--- src/rtl/pipeline_hazard_controller.sv ---
// Hazard controller: load-use stall, redirect flush, memory wait and timeout.
// Optional perf counters enabled by defining HAZARD_PERF_COUNTERS_EN.
module pipeline_hazard_controller #(
  parameter int unsigned MEM_TIMEOUT_CYCLES = 64
) (
  input  logic        clk,
  input  logic        reset_n,
  input  logic [4:0]  id_rs1_address,
  input  logic [4:0]  id_rs2_address,
  input  logic        id_uses_rs1,
  input  logic        id_uses_rs2,
  input  logic [4:0]  ex_rd_address,
  input  logic        ex_is_load,
  input  logic [1:0]  ex_next_pc_src,
  input  logic        mem_req,
  input  logic        mem_ack,
  output logic        pc_wren,
  output logic        if_id_wren,
  output logic        id_ex_wren,
  output logic        ex_mem_wren,
  output logic        mem_wb_wren,
  output logic        if_id_flush,
  output logic        id_ex_flush,
  output logic        mem_wb_flush,
  output logic        mem_timeout,
  output logic [31:0] stall_cycles,
  output logic [31:0] flush_events
);

  typedef enum logic [1:0] {
    RUN,
    MEM_WAIT,
    ERROR
  } state_t;

  state_t      state_q, state_d;
  logic [15:0] cnt_q, cnt_d;
  logic        lu_q, lu_d;
  logic        load_use;
  logic        redirect;
  logic        wait_now;

  assign redirect = |ex_next_pc_src;

  assign load_use = ex_is_load && (ex_rd_address != 5'd0) &&
    ((id_uses_rs1 && (id_rs1_address == ex_rd_address)) ||
     (id_uses_rs2 && (id_rs2_address == ex_rd_address)));

  assign wait_now = (state_q == MEM_WAIT) ? !mem_ack
                                          : (mem_req && !mem_ack);

  always_ff @(posedge clk) begin
    if (!reset_n) begin
      state_q <= RUN;
      cnt_q   <= '0;
      lu_q    <= 1'b0;
    end else begin
      state_q <= state_d;
      cnt_q   <= cnt_d;
      lu_q    <= lu_d;
    end
  end

  always_comb begin
    state_d      = state_q;
    cnt_d        = cnt_q;
    lu_d         = 1'b0;
    pc_wren      = 1'b1;
    if_id_wren   = 1'b1;
    id_ex_wren   = 1'b1;
    ex_mem_wren  = 1'b1;
    mem_wb_wren  = 1'b1;
    if_id_flush  = 1'b0;
    id_ex_flush  = 1'b0;
    mem_wb_flush = 1'b0;
    mem_timeout  = 1'b0;
    // In reset the outputs stay at the RUN defaults so the pipe clears itself
    if (reset_n) begin
      unique case (state_q)
        ERROR: begin
          pc_wren     = 1'b0;
          if_id_wren  = 1'b0;
          id_ex_wren  = 1'b0;
          ex_mem_wren = 1'b0;
          mem_wb_wren = 1'b0;
          mem_timeout = 1'b1;
        end
        default: begin
          if (wait_now) begin
            pc_wren      = 1'b0;
            if_id_wren   = 1'b0;
            id_ex_wren   = 1'b0;
            ex_mem_wren  = 1'b0;
            mem_wb_flush = 1'b1;
            if (state_q == RUN) begin
              state_d = MEM_WAIT;
              cnt_d   = 16'd1;
            end else begin
              cnt_d = cnt_q + 16'd1;
              if (32'(cnt_q) + 32'd1 >= MEM_TIMEOUT_CYCLES)
                state_d = ERROR;
            end
          end else begin
            state_d = RUN;
            if (redirect) begin
              if_id_flush = 1'b1;
              id_ex_flush = 1'b1;
            end else if (load_use && !lu_q) begin
              // The bubble moves the load on; never stall twice in a row
              pc_wren     = 1'b0;
              if_id_wren  = 1'b0;
              id_ex_flush = 1'b1;
              lu_d        = 1'b1;
            end
          end
        end
      endcase
    end
  end

`ifdef HAZARD_PERF_COUNTERS_EN
  always_ff @(posedge clk) begin
    if (!reset_n) begin
      stall_cycles <= '0;
      flush_events <= '0;
    end else begin
      if (!pc_wren && (stall_cycles != 32'hFFFF_FFFF))
        stall_cycles <= stall_cycles + 32'd1;
      if ((if_id_flush || id_ex_flush) &&
          (flush_events != 32'hFFFF_FFFF))
        flush_events <= flush_events + 32'd1;
    end
  end
`else
  assign stall_cycles = '0;
  assign flush_events = '0;
`endif

endmodule

--- config.mk ---
export PLATFORM = sky130hd
export DESIGN_NAME = pipeline_hazard_controller
export DESIGN_NICKNAME = d
export VERILOG_FILES = /design/src/rtl/pipeline_hazard_controller.sv
export SDC_FILE = /design/constraint.sdc
export NUM_CORES = 1
export LEC_CHECK = 0
export CORE_MARGIN = 2
export CORE_UTILIZATION = 39
export DETAILED_ROUTE_END_ITERATION = 6
export DONT_BUFFER_PORTS = 1
export SLEW_MARGIN = 10
export SYNTH_ARGS = -nofsm -noshare
export SYNTH_HDL_FRONTEND = slang
export SYNTH_SLANG_ARGS = --single-unit
--- constraint.sdc ---
create_clock -name clk -period 2.3 [get_ports clk]
set_clock_uncertainty 0.1 [all_clocks]
set_input_delay 0.345 -clock clk [delete_from_list [all_inputs] [get_ports clk]]
set_output_delay 0.345 -clock clk [all_outputs]
set_load 0.01 [all_outputs]
Fig. 1: run 1, the metal 1 layer
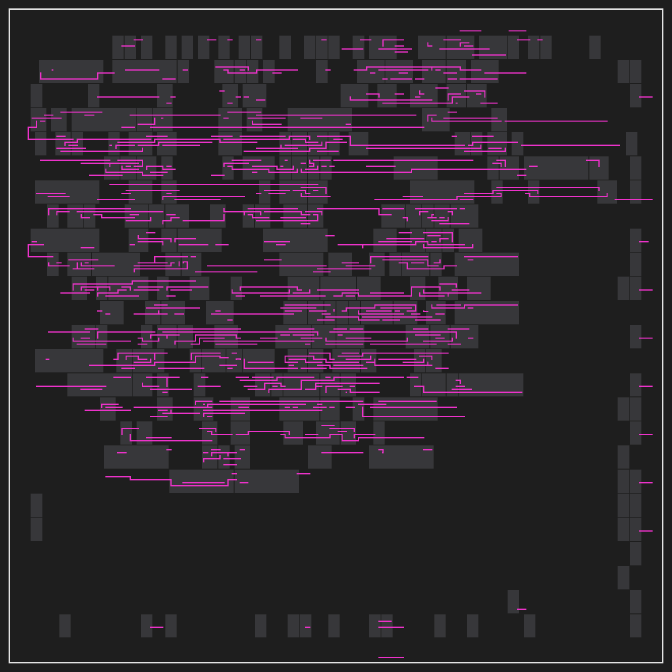
longest straight run: 30.8 um
nets with wire on the layer: 236
share of all routed wire: 46%
main direction: horizontal
wire length on this layer: 1750 um
Vias: 1533
met1 usage: 0.1910
final WL: 3762 um

Fig. 2: run 1, metal 2
The bar under the picture is 20 um long.
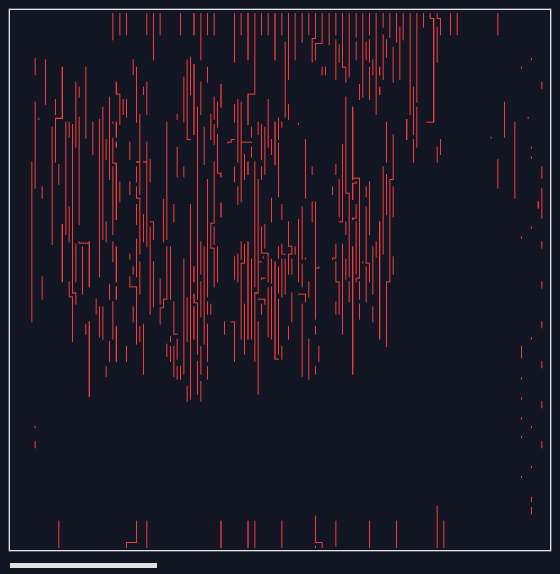
longest straight run: 26.5 um
main direction: vertical
nets with wire on the layer: 240
share of all routed wire: 48%
M2 GR Usage: 0.2083

==> results_slide.txt, run 1 <==
Physical Implementation Snapshot

Run status
  • Outcome: completed

Worst setup path
  • Length in cells of the worst reg-to-reg path: 7
  • Critical path type: flop to flop
  • Crit-path max FO: 5
  • Setup crit end: state_q[1]
  • R2R Path End: state_q[1]
  • Crit path capture type: flop
  • Crit path required time: 2.35 ns

Timing
  • Fin Hold WS: 0.1081 ns
  • Fmax achieved: 0.4568 GHz

Power
  • Total Power: 0.0006919 W
  • Power Dens Cells: 385.1 nW/um2
  • LEAKAGE: 0.7519 nW

Finish
  • Post-Layout Cell Count: 316
  • Sequential cell area share: 0.2131
  • # clk buffers: 4
  • Logic share of the area: 0.6574
  • Filler instances: 502
  • Layout non-clock buf frac: 0.05432

Synthesis
  • Aoi share: 0.1597
  • Comb area leader: buffers and inverters
  • And+or+nand+nor area frac: 0.2478
  • Cell total in the yosys stat output: 258
  • Seq/Total Area, Yosys: 0.2015
  • Number of enable flip-flop cells: 0
  • Main flop type: dfxtp_1
  • Async S/R FF share, synth: 0

Drt
  • Routed len/inst: 11.91 um
  • DRC Markers: 0
  • Initial DRT Pass Iterations: 4

Die
  • Tap cell count: 54
  • Core Box Area: 4692 um2
  • Die W: 73.58 um

Clocking
  • Latency at later pin: 0.26 ns
  • Htree depth: 1

Hold path
  • Hold path startpoint: reset_n
Fig. 3: run 1, signal wires on met3
The bar under the picture is 20 um long.
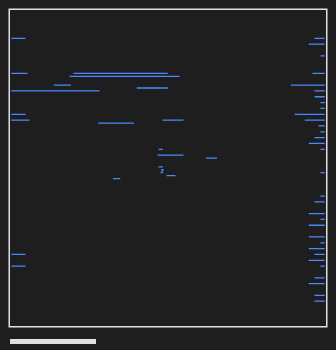
nets with wire on the layer: 48
main direction: horizontal
wire length on this layer: 199 um
share of all routed wire: 5.3%
met3 global-route usage: 0.03567

==> run 1: power by group through the flow <==
stage | clock network [W] | registers, W | logic, W
2_1_floorplan | 0 | 0.000343 | 0.000186
3_3_place_gp | 0 | 0.000343 | 0.000120
3_5_place_dp | 0 | 0.000343 | 0.000119
4_1_cts | 0.000248 | 0.000335 | 0.000120
5_1_grt | 0.000266 | 0.000336 | 0.000139
6_report | 0.000234 | 0.000336 | 0.000122
==> run 1: metal layers <==
metal | routed length, um | vias up | GRT usage
met5 | 0 | - | 0
met2 | 1805 | 62 | 0.2083
met1 | 1746 | 704 | 0.1910
met3 | 198 | 4 | 0.03567
met4 | 11 | 0 | 0.02828
li1 | - | 763 | -
==> run 1: timing repair <==
item | in CTS | in global routing
setup buffers | 0 | 2
setup endpoints to repair | 0 | 2
resized | 0 | 5
hold endpoints to repair | 0 | 0
hold buffers | 0 | 0
==> run 1: registers in the layout (all words and copies together) (netlist names) <==
signal	flops
cnt_q	16
state_q	2
lu_q	1
==> run 1: through the flow <==
stage               cell area [um2]  worst slack [ns]    util
floorplan                      2125            0.1743       -
global placement               1720            0.1573  0.3667
detailed placement             1720           0.08432  0.3667
CTS                            1765           0.05258  0.3763
global route                   1797          0.001009  0.3829
finish                         1797            0.1109  0.3829
==> run 1: placed cells by master (no fill, tap or decap), types with 4 or more instances in the layout <==
master	count
inv_1	6
xnor2_1	4
nand4_1	4
o21ai_0	13
a21oi_1	18
nand3_1	8
dfxtp_1	17
nor3_1	6
or3_1	4
xor2_1	9
buf_4	13
conb_1	64
nand2_1	8
nor4_1	5
nor2_1	30
==> run 1: worst max-delay path: stages (launching register included) <==
cell and delay, ns:
dfxtp_2 0.37, ha_2 0.21, nand4_1 0.23, nor3_2 0.27
mux2_2 0.36, o221a_1 0.15, a31o_1 0.22, o21a_1 0.17
==> run 2: changes to the inputs <==
Settings changed: CORE_ASPECT_RATIO set to 2.
==> run 2 against run 1 <==
  * Cell area grew 2.5%
  * Largest power group unchanged
  * Fmax is 1.3% higher
  * Critical endpoint unchanged
  * Register-to-register slack improved by 0.03 ns
  * Final cell count increased by 1.6%
  * Synthesized area stayed put
  * Via count rose by 5.0%
==> results_slide.txt, run 2 <==
Physical Implementation Snapshot

Run status
  • Outcome: completed (unchanged)

Synthesis
  • Number of enable flip-flop cells: 0 (unchanged)
  • Main flop type: dfxtp_1 (unchanged)
  • Cell total in the yosys stat output: 258 (unchanged)

Placement
  • Placed cell areas: 1759 um2 (was 1720 um2)

Finish
  • Top Layout Cells: conb_1, nor2_1, a21oi_1 (unchanged)
  • Biggest register: cnt_q (unchanged)
  • Final instance area: 1842 um2 (was 1797 um2)

Worst setup path
  • R2R Path End: state_q[1] (unchanged)
  • Setup crit end: state_q[1] (unchanged)
  • Critical path depth: 7 (unchanged)
  • Slowest CP cell: or4_1 (was dfxtp_2)
  • Critical path type: flop to flop (unchanged)
  • Crit path capture type: flop (unchanged)
  • Crit-path max cell delay: 0.54 ns (was 0.37 ns)
  • Crit path required time: 2.36 ns (was 2.35 ns)

Drt
  • Routed met1 length: 1341 um (was 1746 um)
  • Vias: 1609 (was 1533)
  • DRC Markers: 0 (unchanged)
  • DR top layer: met4 (unchanged)
  • Met2 routed WL: 2531 um (was 1805 um)
  • Initial DRT Pass Iterations: 4 (unchanged)
  • Final WL: 4268 um (was 3762 um)
  • Wire length on met3: 253 um (was 198 um)

Die
  • Die W: 53.20 um (was 73.58 um)

Clocking
  • Setup bufs post-CTS: 0 (unchanged)
  • Post-cts gate resize count: 0 (unchanged)
  • Htree depth: 1 (unchanged)
  • Latency at later pin: 0.26 ns (about the same)

Power
  • LEAKAGE: 0.7738 nW (was 0.7519 nW)
  • Power Dens Cells: 382.2 nW/um2 (was 385.1 nW/um2)
## run 2: kinds of logic (layout without fill, tap and decap cells)
| family | Yosys count | in the layout | synth area share |
|---|---|---|---|
| buf+inv | 82 | 27 | 0.3055 |
| compound gates | 50 | 50 | 0.1597 |
| mux | 3 | 3 | 0.01657 |
| flops | 19 | 19 | 0.2015 |
| fa+ha+maj | 1 | 1 | 0.006626 |
| simple gates | 89 | 89 | 0.2478 |
| other cells | 1 | 64 | 0.001986 |
| xor+xnor | 13 | 13 | 0.06031 |
## run 2: per-stage QoR
step | std cells | hold slack (ns) | setup slack [ns] | util
after floorplan | 321 | 0.3625 | 0.1743 | -
after global placement | 316 | 0.3682 | 0.1271 | 0.3790
after detailed placement | 316 | 0.3709 | 0.07933 | 0.3790
after CTS | 320 | 0.09964 | 0.07046 | 0.3887
after global routing | 321 | 0.1002 | -0.007355 | 0.3968
final | 321 | 0.1013 | 0.1387 | 0.3968
## run 2: power by group through the flow
stage	combinational [W]	clock [W]	sequential, W
final	0.000122	0.000246	0.000336
after global routing	0.000140	0.000258	0.000337
after CTS	0.000120	0.000253	0.000336
after detailed placement	0.000120	0	0.000343
after global placement	0.000119	0	0.000343
after floorplan	0.000186	0	0.000343
## run 2: per-layer routing
layer  vias up  GRT usage
met5         -          0
met1       730     0.1380
met3        12    0.01754
met4         0    0.07890
li1        778          -
met2        89     0.3153
## run 2: worst reg2reg max path, delay by kind of cell, from the launching register on
kind            cells  cell delay [ns]
simple gates        3             0.86
compound gates      3             0.53
flops               1             0.40
buf+inv             1             0.18
## run 2: area by class of cell
cell class | count | area, um2
fill | 522 | 2800
multi-input combinational | 220 | 1191
sequential | 19 | 386.6
timing repair buffer | 17 | 127.6
tap | 55 | 68.82
clock buffer | 4 | 45.04
inverter | 6 | 22.52
Fig. 4: run 2, metal 2
The bar under the picture is 20 um long.
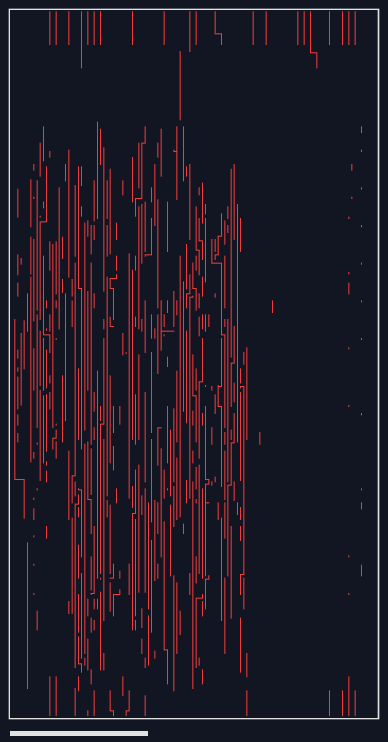
wire length on this layer: 2530 um
main direction: vertical

==> run 3: changes to the inputs <==
Settings changed: SLEW_MARGIN 10 to not set.
==> run 3 against run 2 <==
  * Fmax unchanged
  * Sequential share of layout area unchanged
  * Combinational power about the same
  * Final cell count unchanged
  * Non-clock buffer count unchanged
  * First-iteration DRC count unchanged
  * Total power unchanged
  * Synthesized area unchanged
  * Cell area unchanged
  * Wire length unchanged
  * Clock power about the same
==> results_slide.txt, run 3 <==
Physical Implementation Snapshot

Timing
  • Fmax achieved: 0.4627 GHz (unchanged)
  • Fin Hold WS: 0.1013 ns (unchanged)
  • Setup slack after layout: 0.1387 ns (unchanged)
  • Tmin final: 2.161 ns (unchanged)

Worst setup path
  • Critical path cell sequence: nand4_2 > or4_1 > buf_4 > nor3_1 > o221a_1 > a21oi_1 > o21a_1 (unchanged)
  • Crit path required time: 2.36 ns (about the same)
  • Crit-path max cell delay: 0.54 ns (about the same)
  • Slowest CP cell: or4_1 (unchanged)
  • Crit-path max FO: 5 (unchanged)

Finish
  • Biggest register: cnt_q (unchanged)
  • Most frequent logic cell in the layout: conb_1 (unchanged)
  • N_diodes: 0 (unchanged)
  • Top Layout Cells: conb_1, nor2_1, a21oi_1 (unchanged)
  • Max reg flops: 16 (unchanged)
  • Final core utilization: 0.3968 (unchanged)
  • Final instance area: 1842 um2 (unchanged)
  • Filler instances: 522 (unchanged)
  • Top flop regs: cnt_q: 16 flops, state_q: 2 flops, lu_q: 1 flops (unchanged)
  • Post-Layout Cell Count: 321 (unchanged)

Drt
  • Met2 routed WL: 2531 um (unchanged)
  • Vias: 1609 (unchanged)
  • DR top layer: met4 (unchanged)
  • Final WL: 4268 um (unchanged)
  • DRC Markers: 0 (unchanged)
  • Routed len/inst: 13.30 um (unchanged)
  • Routed met1 length: 1341 um (unchanged)
  • Initial DRT Pass Iterations: 4 (unchanged)
  • Wire length on met3: 253 um (unchanged)

Placement
  • Pre-CTS setup slack: 0.07933 ns (unchanged)
  • Final GP Congestion: 0.8621 (unchanged)
  • Placed cell areas: 1759 um2 (unchanged)

Clocking
  • Clk slew on worst S/H paths: 0.08 ns (about the same)
  • Htree depth: 1 (unchanged)
  • CTS Hold Bufs: 0 (unchanged)

Power
  • Power Dens Cells: 382.2 nW/um2 (unchanged)

Synthesis
  • Seq/Total Area, Yosys: 0.2015 (unchanged)
  • Number of enable flip-flop cells: 0 (unchanged)
  • Main flop type: dfxtp_1 (unchanged)
  • Cell total in the yosys stat output: 258 (unchanged)
  • Distinct cells, synth: 47 (unchanged)
  • Async S/R FF share, synth: 0 (unchanged)

Global routing
  • Met3 global-route usage: 0.01754 (unchanged)
  • Met1 usage: 0.1380 (unchanged)
  • GRT Max-Usage Layer: met2 (unchanged)
  • M2 GR Usage: 0.3153 (unchanged)

Hold path
  • Hold Path Class: input port to flop (unchanged)

Die
  • Core Box Area: 4642 um2 (unchanged)
  • Die W: 53.20 um (unchanged)

Run status
  • Outcome: completed (unchanged)
-- run 3: cell counts in the layout (fill, tap and decap cells not counted) --
No cell type changed its count.
-- run 3: power by group through the flow --
stage / registers, W / clock network (W) / logic, W
after global routing: 0.000337 / 0.000258 / 0.000140
after CTS: 0.000336 / 0.000253 / 0.000120
final: 0.000336 / 0.000246 / 0.000122
after floorplan: 0.000343 / 0 / 0.000186
after detailed placement: 0.000343 / 0 / 0.000120
after global placement: 0.000343 / 0 / 0.000119
-- run 3: path summary, 6_finish.rpt --
check	from	to	slack [ns]	cells past startpoint
setup / recovery	cnt_q[6]	state_q[1]	0.14	7
hold / removal	reset_n	state_q[1]	0.10	1
setup reg to reg	cnt_q[6]	state_q[1]	0.14	7
hold reg to reg	cnt_q[2]	cnt_q[2]	0.43	2
-- run 3: what timing repair did --
item / in CTS / in global routing
setup endpoints to repair: 0 / 2
setup buffers: 0 / 1
gates resized: 0 / 8
-- run 3: final cells by class --
type	instances	area (um2)	share of cell area
inverter	6	22.52	0.01223
clock buffer	4	45.04	0.02446
tap	55	68.82	0.03736
timing repair buffer	17	127.6	0.06929
sequential	19	386.6	0.2099
multi-input combinational	220	1191	0.6467
-- run 3: kinds of logic (layout without fill, tap and decap cells) --
kind of cell,count (synthesis),after routing,synth area share
multiplexers,3,3,0.01657
adder cells (fa/ha/maj),1,1,0.006626
buffers and inverters,82,27,0.3055
AND-OR/OR-AND,50,50,0.1597
XOR/XNOR,13,13,0.06031
AND/OR/NAND/NOR,89,89,0.2478
flip-flops,19,19,0.2015
other,1,64,0.001986
-- run 3: critical path, delay by kind of cell (launching register included) --
kind / cells / cell delay [ns]
buf+inv: 1 / 0.18
compound gates: 3 / 0.53
simple gates: 3 / 0.86
flops: 1 / 0.40
Fig. 5: run 3, clock wiring as the flow saved it
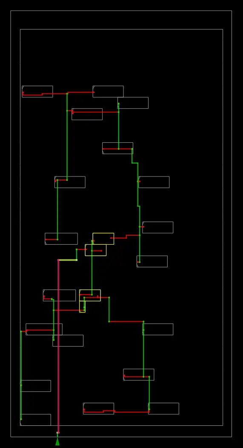
Clk power: 0.000246 W
Seq cells: 19
Latency at later pin: 0.26 ns
# clk buffers: 4
CTS Buf Count: 3


==> layout pictures side by side <==
Routed metal per tile.
(a)
The bar under the picture is 20 um long. 11 x 20 tiles, from dark purple (low) to yellow (high), scaled to the fullest tile. Values are wire area over tile area, all layers added.
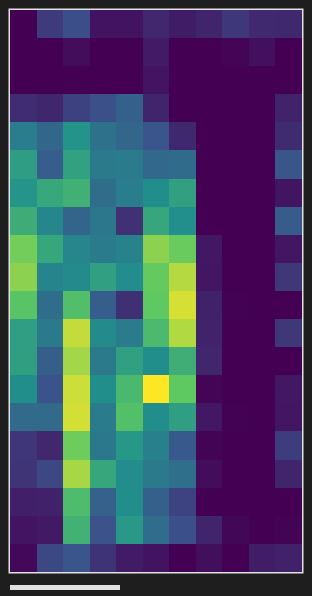
(b)
The bar under the picture is 20 um long. 15 x 15 tiles, from dark purple (low) to yellow (high), scaled to the fullest tile. Values are wire area over tile area, all layers added.
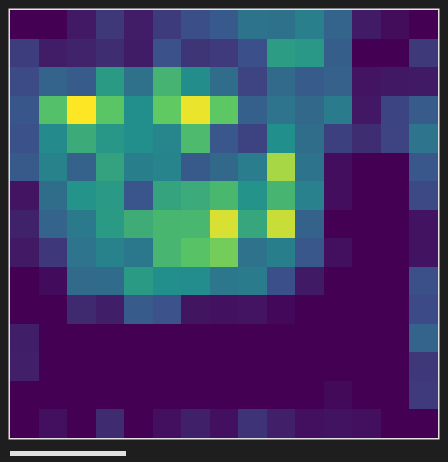
(b) comes from run 1.
(a) comes from run 2.

Key to (a):
emptiest ninth of the die: lower right
fullest tile: 0.49
tiles over half the peak: 20%
nearly empty tiles: 30%
mean over tiles: 0.13

No activity file was given, so power comes from the tool's default toggle rates.
